Figure 1. Metal 1.
Cells faint in the background.
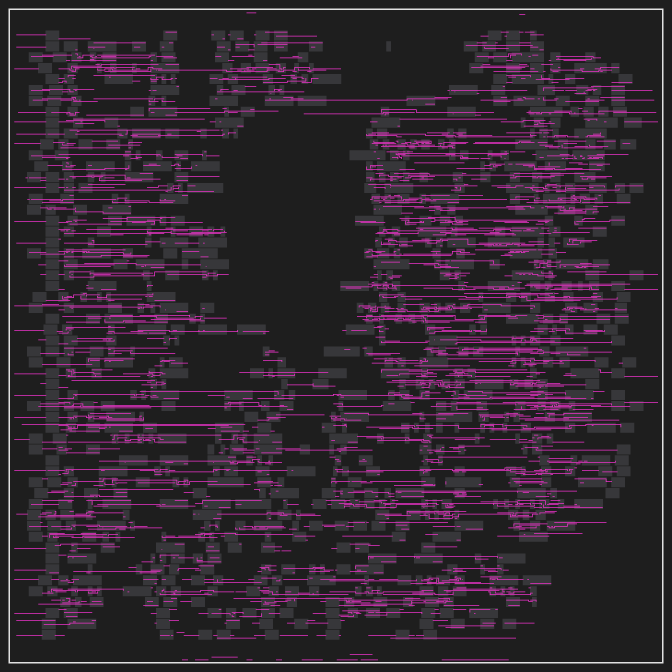
Figure 2. Signal wires on met2.
Scale bar: 50 um.
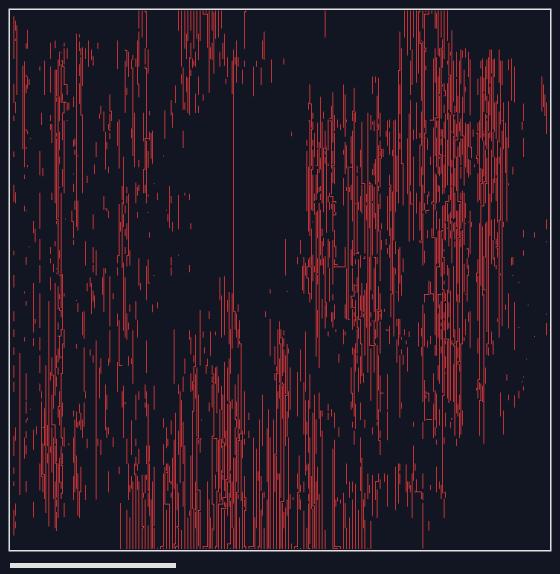
`config.mk`:
```
export PLATFORM = sky130hd
export DESIGN_NAME = regfile_wb_arbiter
export DESIGN_NICKNAME = d
export VERILOG_FILES = /design/src/rtl/regfile_wb_arbiter.sv
export SDC_FILE = /design/constraint.sdc
export NUM_CORES = 1
export LEC_CHECK = 0
export CELL_PAD_IN_SITES_DETAIL_PLACEMENT = 1
export CELL_PAD_IN_SITES_GLOBAL_PLACEMENT = 2
export CORE_MARGIN = 4
export CORE_UTILIZATION = 22
export DETAILED_ROUTE_END_ITERATION = 6
export PLACE_DENSITY_LB_ADDON = 0.15
export RECOVER_POWER = 50
export SLEW_MARGIN = 15
export SYNTH_ARGS = -nofsm -noshare
export SYNTH_HDL_FRONTEND = slang
export SYNTH_SLANG_ARGS = --single-unit
```
`constraint.sdc`:
```
create_clock -name i_clk -period 3.4 [get_ports i_clk]
set_clock_uncertainty 0.05 [all_clocks]
set_input_delay 0.68 -clock i_clk [delete_from_list [all_inputs] [get_ports i_clk]]
set_output_delay 0.68 -clock i_clk [all_outputs]
set_load 0.01 [all_outputs]
```
`src/rtl/regfile_wb_arbiter.sv`:
```
// Round-robin write-back scheduler for the integer register file, with a pending-write scoreboard.
// Latency: grant to register-file write is 1 cycle; stall and readies are combinational.
// Backpressure: a requester holds valid/rd/data until its ready; one grant per cycle.
module regfile_wb_arbiter #(
    parameter int XLEN = 64
) (
    input  logic            i_clk,
    input  logic            i_reset,
    input  logic            i_alu_valid,
    output logic            o_alu_ready,
    input  logic [4:0]      i_alu_rd,
    input  logic [XLEN-1:0] i_alu_data,
    input  logic            i_ld_valid,
    output logic            o_ld_ready,
    input  logic [4:0]      i_ld_rd,
    input  logic [XLEN-1:0] i_ld_data,
    input  logic            i_issue_valid,
    input  logic            i_issue_has_rd,
    input  logic [4:0]      i_issue_rd,
    input  logic [4:0]      i_rs1,
    input  logic [4:0]      i_rs2,
    output logic            o_stall,
    output logic [31:0]     o_busy,
    output logic            o_we,
    output logic [4:0]      o_rd,
    output logic [XLEN-1:0] o_data
);

    typedef enum logic {
        SRC_ALU = 1'b0,
        SRC_LD  = 1'b1
    } src_t;

    typedef struct packed {
        logic [4:0]      rd;
        logic [XLEN-1:0] data;
    } wb_req_t;

    src_t            last;
    src_t            last_next;
    wb_req_t         sel_req;
    logic            grant;
    logic            issue_ok;
    logic [31:0]     busy;
    logic [31:0]     busy_next;

    // On a tie the side that did not win last time takes the port.
    always_comb begin
        o_alu_ready = 1'b0;
        o_ld_ready  = 1'b0;
        if (!i_reset) begin
            o_alu_ready = i_alu_valid && (!i_ld_valid || last == SRC_LD);
            o_ld_ready  = i_ld_valid && (!i_alu_valid || last == SRC_ALU);
        end
    end

    assign grant = o_alu_ready || o_ld_ready;

    always_comb begin
        sel_req = '{rd: i_ld_rd, data: i_ld_data};
        if (o_alu_ready) begin
            sel_req = '{rd: i_alu_rd, data: i_alu_data};
        end
    end

    always_comb begin
        last_next = last;
        if (o_alu_ready) begin
            last_next = SRC_ALU;
        end else if (o_ld_ready) begin
            last_next = SRC_LD;
        end
    end

    assign o_stall  = i_issue_valid &&
                      (busy[i_rs1] || busy[i_rs2] || (i_issue_has_rd && busy[i_issue_rd]));
    assign issue_ok = i_issue_valid && !o_stall;

    // Clear first so a same-edge set of the same register wins.
    always_comb begin
        busy_next = busy;
        if (o_we) begin
            busy_next[o_rd] = 1'b0;
        end
        if (issue_ok && i_issue_has_rd && i_issue_rd != 5'd0) begin
            busy_next[i_issue_rd] = 1'b1;
        end
        busy_next[0] = 1'b0;
    end

    always_ff @(posedge i_clk) begin
        if (i_reset) begin
            last   <= SRC_LD;
            busy   <= '0;
            o_we   <= 1'b0;
            o_rd   <= '0;
            o_data <= '0;
        end else begin
            last <= last_next;
            busy <= busy_next;
            o_we <= grant && (sel_req.rd != 5'd0);
            if (grant) begin
                o_rd   <= sel_req.rd;
                o_data <= sel_req.data;
            end
        end
    end

    assign o_busy = busy;

endmodule

```
==> results.txt <==
Post-route minimum period: 3310 ps
Die height: 163 um
Clk latency late pin: 350 ps
Gate Count Post-Synth: 622
Final slew viol count: 77
Register share after synthesis: 0.388
Rel. slew slack: -0.0269
Max H-tree Level: 3
Register area: 2040 sq um
Sw Share: 0.281
Ys Warns: 0
Clk cell area share: 0.0304
Worst-case clock buffer depth: 2
TritonCTS buffer count: 9
Finished Layout Cells: 1198
CTS resizes: 12
Clk slew on worst S/H paths: 80 ps
P_clk: 963 uW
Post-Syn Area: 5270 sq um
Top cell excl fill/tap: clkdlybuf4s50_1
Top cells by count, synth: dfxtp_1 (102), nand2_1 (94), a21oi_1 (70), a22oi_1 (65), clkbuf_1 (48)
YS chip area: 5270 sq um
Routed vias: 5915
Comb gates: 459
Comb pwr: 665 uW
PortBufs: 262
# hold bufs at CTS: 0
Syn Nets: 781
Failing checks: max-capacitance violations, max-slew violations
Mapped Avg Cell Area: 8.47 sq um
Io pins: 264
Yosys xor share: 0
Reg-to-Reg Start: o_busy[16]
Final Hold Slack: 402 ps
Max-capacitance violation count: 2
FF-to-FF End: o_busy[12]
Met3 usage: 0.0638
Nets: 1034
Wire length on met1: 9650 um
Hold Fails Final Rpt: 0
Post-CTS Setup Inserts: 4
Synth area leaders: dfxtp_1 (39%), a22oi_1 (9.3%), mux4_2 (9.0%)
CP Cell Sequence: clkdlybuf4s50_1 -> buf_4 -> mux4_2 -> o211ai_1 -> a21oi_1 -> nor4_2 -> a31oi_1 -> buf_2
CP endpoint kind: output pin
DR WL/cell: 20.4 um
Design area: 8650 sq um
Top non-seq family: simple AND/OR/NAND/NOR gates
Setup crit end: o_stall
Max stage delay on crit path: 500 ps
Dpl cells: 1177
Initial DRT Pass Iterations: 4
Psw: 820 uW
Status: finished with violations
PD cells: 338 nW/um^2
Clock group share of total power: 0.330
Synth Area in Adders: 0
LEAKAGE: 3.21 nW
Non-clk buf share: 0.337
-- Figure 1 (at the start) --
919 nets have wire on it. The longest straight run is 55.7 um. The layer carries 9650 um of wire. The layer holds 40% of the routed length. The wires run mostly horizontal.

-- Figure 2 (at the start) --
883 nets have wire on it. The longest straight run is 78.9 um. The wires run mostly vertical.

Power figures rest on the tool's default switching activity, not on a simulated workload.
